**src/rtl/alu_arbiter.sv**
```systemverilog
`default_nettype none
// +----------------------------------------------------------------------------+
// | Module   : alu_arbiter (with package rv32)                                 |
// | Purpose  : round-robin sharing of one combinational rv32 ALU between N      |
// |            valid/ready requesters, result held in a one-entry response reg. |
// | Option   : ALU_ARB_LOCK_EN adds req_lock[N] for owner-locked grant.         |
// | Revision : 1.0                                                             |
// +----------------------------------------------------------------------------+

package rv32;
   typedef logic [31:0] word_t;
   typedef enum logic [3:0] {
      ADD  = 4'd0,
      SUB  = 4'd1,
      SLL  = 4'd2,
      SLT  = 4'd3,
      SLTU = 4'd4,
      XOR  = 4'd5,
      SRL  = 4'd6,
      SRA  = 4'd7,
      OR   = 4'd8,
      AND  = 4'd9,
      OP2  = 4'd10
   } fn_t;
endpackage

module alu_arbiter #(
   parameter int N    = 2,
   parameter int ID_W = (N > 1) ? $clog2(N) : 1
) (
   input  logic                      clk,
   input  logic                      reset,
   input  logic [N-1:0]              req_valid,
   output logic [N-1:0]              req_ready,
   input  rv32::fn_t [N-1:0]         req_fn,
   input  logic [N-1:0][31:0]        req_op1,
   input  logic [N-1:0][31:0]        req_op2,
`ifdef ALU_ARB_LOCK_EN
   input  logic [N-1:0]              req_lock,
`endif
   output rv32::fn_t                 alu_fn,
   output rv32::word_t               alu_op1,
   output rv32::word_t               alu_op2,
   input  rv32::word_t               alu_out,
   output logic                      rsp_valid,
   input  logic                      rsp_ready,
   output rv32::word_t               rsp_data,
   output logic [ID_W-1:0]           rsp_id
);

   logic              r_rsp_valid;
   rv32::word_t       r_rsp_data;
   logic [ID_W-1:0]   r_rsp_id;
   logic [ID_W-1:0]   r_ptr;

   logic              w_can_accept;
   logic [N-1:0]      w_elig;
   logic              w_gnt_found;
   logic [ID_W-1:0]   w_gnt_idx;
   logic [ID_W-1:0]   w_cand;

`ifdef ALU_ARB_LOCK_EN
   logic              r_lock_active;
   logic [ID_W-1:0]   r_lock_owner;
`endif

   assign w_can_accept = ~r_rsp_valid | rsp_ready;

   // While a lock is held only its owner stays eligible.
   always_comb begin
      w_elig = req_valid & {N{w_can_accept}};
`ifdef ALU_ARB_LOCK_EN
      if (r_lock_active) begin
         w_elig = w_elig & (N'(1) << r_lock_owner);
      end
`endif
   end

   // Search starts one past the last grant and wraps, so the last winner is tried last.
   always_comb begin
      w_gnt_found = 1'b0;
      w_gnt_idx   = '0;
      w_cand      = '0;
      for (int k = 1; k <= N; k++) begin
         w_cand = ID_W'((int'(r_ptr) + k) % N);
         if (!w_gnt_found && w_elig[w_cand]) begin
            w_gnt_found = 1'b1;
            w_gnt_idx   = w_cand;
         end
      end
   end

   always_comb begin
      req_ready = '0;
      alu_fn    = rv32::OP2;
      alu_op1   = '0;
      alu_op2   = '0;
      if (w_gnt_found) begin
         req_ready[w_gnt_idx] = 1'b1;
         alu_fn               = req_fn[w_gnt_idx];
         alu_op1              = req_op1[w_gnt_idx];
         alu_op2              = req_op2[w_gnt_idx];
      end
   end

   always_ff @(posedge clk) begin
      if (reset) begin
         r_rsp_valid <= 1'b0;
         r_rsp_data  <= '0;
         r_rsp_id    <= '0;
         r_ptr       <= ID_W'(N - 1);
      end else if (w_gnt_found) begin
         r_rsp_valid <= 1'b1;
         r_rsp_data  <= alu_out;
         r_rsp_id    <= w_gnt_idx;
         r_ptr       <= w_gnt_idx;
      end else if (rsp_ready) begin
         r_rsp_valid <= 1'b0;
      end
   end

`ifdef ALU_ARB_LOCK_EN
   // An owner transfer with lock deasserted is what releases the lock.
   always_ff @(posedge clk) begin
      if (reset) begin
         r_lock_active <= 1'b0;
         r_lock_owner  <= '0;
      end else if (w_gnt_found) begin
         r_lock_active <= req_lock[w_gnt_idx];
         r_lock_owner  <= w_gnt_idx;
      end
   end
`endif

   assign rsp_valid = r_rsp_valid;
   assign rsp_data  = r_rsp_data;
   assign rsp_id    = r_rsp_id;

   // Requester protocol: a pending request holds its payload until accepted.
   for (genvar gi = 0; gi < N; gi++) begin : g_req_rules
      a_hold: assert property (@(posedge clk) disable iff (reset)
         (req_valid[gi] && !req_ready[gi]) |=>
         (req_valid[gi] && $stable({req_fn[gi], req_op1[gi], req_op2[gi]})));
   end

   a_idle_in_reset: assert property (@(posedge clk) reset |-> (req_valid == '0));

endmodule

`default_nettype wire
```
**config.mk**
```make
export PLATFORM = sky130hd
export DESIGN_NAME = alu_arbiter
export DESIGN_NICKNAME = d
export VERILOG_FILES = /design/src/rtl/alu_arbiter.sv
export SDC_FILE = /design/constraint.sdc
export NUM_CORES = 1
export LEC_CHECK = 0
export ABC_CLOCK_PERIOD_IN_PS = 2210
export CAP_MARGIN = 20
export CORE_ASPECT_RATIO = 0.5
export CORE_MARGIN = 3
export CORE_UTILIZATION = 23
export DETAILED_ROUTE_END_ITERATION = 16
export PLACE_DENSITY = 0.75
export SLEW_MARGIN = 20
export SYNTH_ARGS = -nofsm -noshare
export SYNTH_HDL_FRONTEND = slang
export SYNTH_SLANG_ARGS = --single-unit
```
**constraint.sdc**
```tcl
create_clock -name clk -period 2.21 [get_ports clk]
set_clock_uncertainty 0.1 [all_clocks]
set_input_delay 0.663 -clock clk [delete_from_list [all_inputs] [get_ports clk]]
set_output_delay 0.663 -clock clk [all_outputs]
set_load 0.01 [all_outputs]
```
Figure 1. Placement by cell class.
(3 px per um) Fill, decap, tap and diode cells in grey.
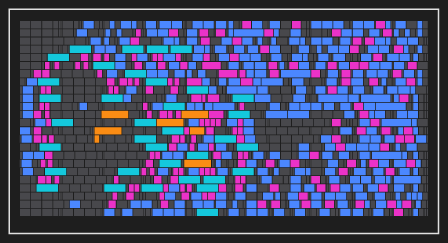
legend:
  remaining buffers and delay cells:
    colour: blue
    cells: 307
  clock drivers and dummy loads:
    colour: orange
    cells: 7
  sequential cells:
    colour: cyan
    cells: 35
  combinational and other logic:
    colour: magenta
    cells: 179

Figure 2. Routed clock nets over the placement.
(4 px per um)
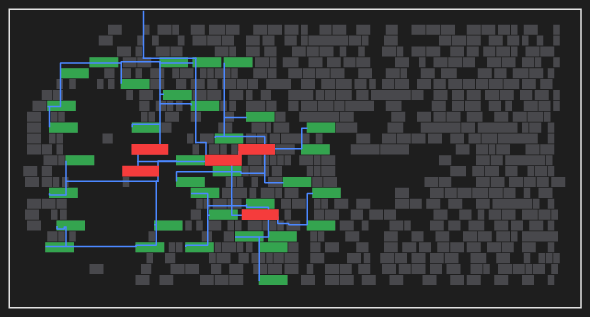
legend:
  clock wires:
    colour: blue
    length: 475 um
  flip-flops:
    colour: green
    count: 35
  clock drivers:
    colour: red
    count: 5
routed clock nets: 6

==> flow_summary.toml <==
# physical design summary
[flow_run]
max-cap-violations = 0
openroad.warnings = 29

[route]
wirelength_mm = 12.49
via_per_inst = 4.887

[worst_setup_path]
r2r_slack_ns = 0.76
crit_type = "in -> out"

[timing]
tightest_slew_ns = 0.3609
fin_ws_ns = -0.2281
finalHoldViolations = 0
finalSetupViolations = 67
slew_violations = 0

[clock_tree]
cts_tree = "done"
numCtsBuffers = 5

[floorplan]
die_y_um = 74.28

[grt]
antenna_found_initial = 0
grt_pass1_vias = 2921
grtUsageTotal_pct = 20.84

[run_status]
status = "complete, but fails checks"
violations = "setup timing"

[pwr]
switching_share_pct = 27.61
p_comb_share_pct = 44.6

[yosys]
synth_warnings = 0
common_cells = "a22o_1 (66), a21oi_1 (35), dfxtp_1 (35), nand3b_1 (32), o21ai_0 (32)"
## flip-flops by register name, indices dropped and copies added (netlist names)
signal and count:
rsp_data 32, rsp_id 1, rsp_valid 1, r_ptr 1
## power groups by stage
stage                     logic (uW)  clock network, uW  registers, uW
after floorplan                  359                  0            729
after global placement          1070                  0            707
after detailed placement        1080                  0            709
after CTS                       1090                705            696
after global routing            1180                732            701
final                           1110                681            697
## final timing paths
kind	startpoint	end	cells past startpoint
hold reg to reg	rsp_data[31]$_SDFFE_PP0P_	rsp_data[31]$_SDFFE_PP0P_	2
setup / recovery	rsp_ready	alu_op1[24]	8
hold / removal	rsp_data[31]$_SDFFE_PP0P_	rsp_data[31]$_SDFFE_PP0P_	2
setup reg to reg	rsp_valid$_SDFFE_PP0P_	r_ptr$_SDFFE_PP1P_	4
## kinds of logic (layout without fill, tap and decap cells)
kind of cell,after synthesis,count (layout),share of synthesized area (%)
and+or+nand+nor,39,39,14.12
DFF,35,35,32.67
buffers and inverters,35,317,9.101
AOI/OAI and AO/OA,137,137,44.11
## critical path: stages
cell	delay [ns]
buf_6	0.09
nand2b_4	0.16
nand3_4	0.08
inv_4	0.05
buf_8	0.14
buf_16	0.13
a22o_1	0.22
buf_2	0.15
## through the flow
| step | setup TNS [ns] | cell area (um^2) | hold slack [ns] | setup WS, ns | cells |
|---|---|---|---|---|---|
| final | -11.95 | 5264 | 0.3700 | -0.2281 | 645 |
| after global routing | -14.53 | 5264 | 0.3912 | -0.2615 | 645 |
| after CTS | -11.98 | 5210 | 0.3704 | -0.2221 | 645 |
| after detailed placement | -66.09 | 5077 | 0.3637 | -1.001 | 627 |
| after global placement | -64.80 | 5077 | 0.3572 | -0.9923 | 627 |
| after floorplan | -2.588 | 2160 | 0.3984 | -0.08626 | 246 |
## cells in the final DEF (no fill, tap or decap), types with 2 or more instances in the layout
cell	n
dfxtp_1	35
clkbuf_16	6
buf_16	8
a21oi_1	35
buf_12	4
a22o_1	66
nand3b_1	32
o21ai_0	32
buf_4	12
nand2b_4	2
buf_6	19
o22a_1	2
buf_2	58
nand3_4	2
clkdlybuf4s50_1	203
## routing by layer
metal	vias up	track usage (%)
li1	1522	-
met1	1503	26.86
met2	119	38.25
met3	8	2.890
met4	0	3.583
met5	-	0
## layout make-up
cell class / count / area, um^2
Multi-Input combinational cell: 176 / 1274
Tap cell: 117 / 146.4
Fill cell: 801 / 3625
Timing Repair Buffer: 307 / 2978
Inverter: 3 / 21.27
Clock inverter: 1 / 5.005
Sequential cell: 35 / 700.7
Clock buffer: 6 / 138.9
## timing repair
item,in CTS,in global routing
hold endpoints to repair,0,0
pin swaps,7,4
endpoints found under the setup margin,70,69
resized,323,8
gates cloned,8,1
hold buffers,0,0
setup buffers,3,1
No activity file was given, so power comes from the tool's default toggle rates.
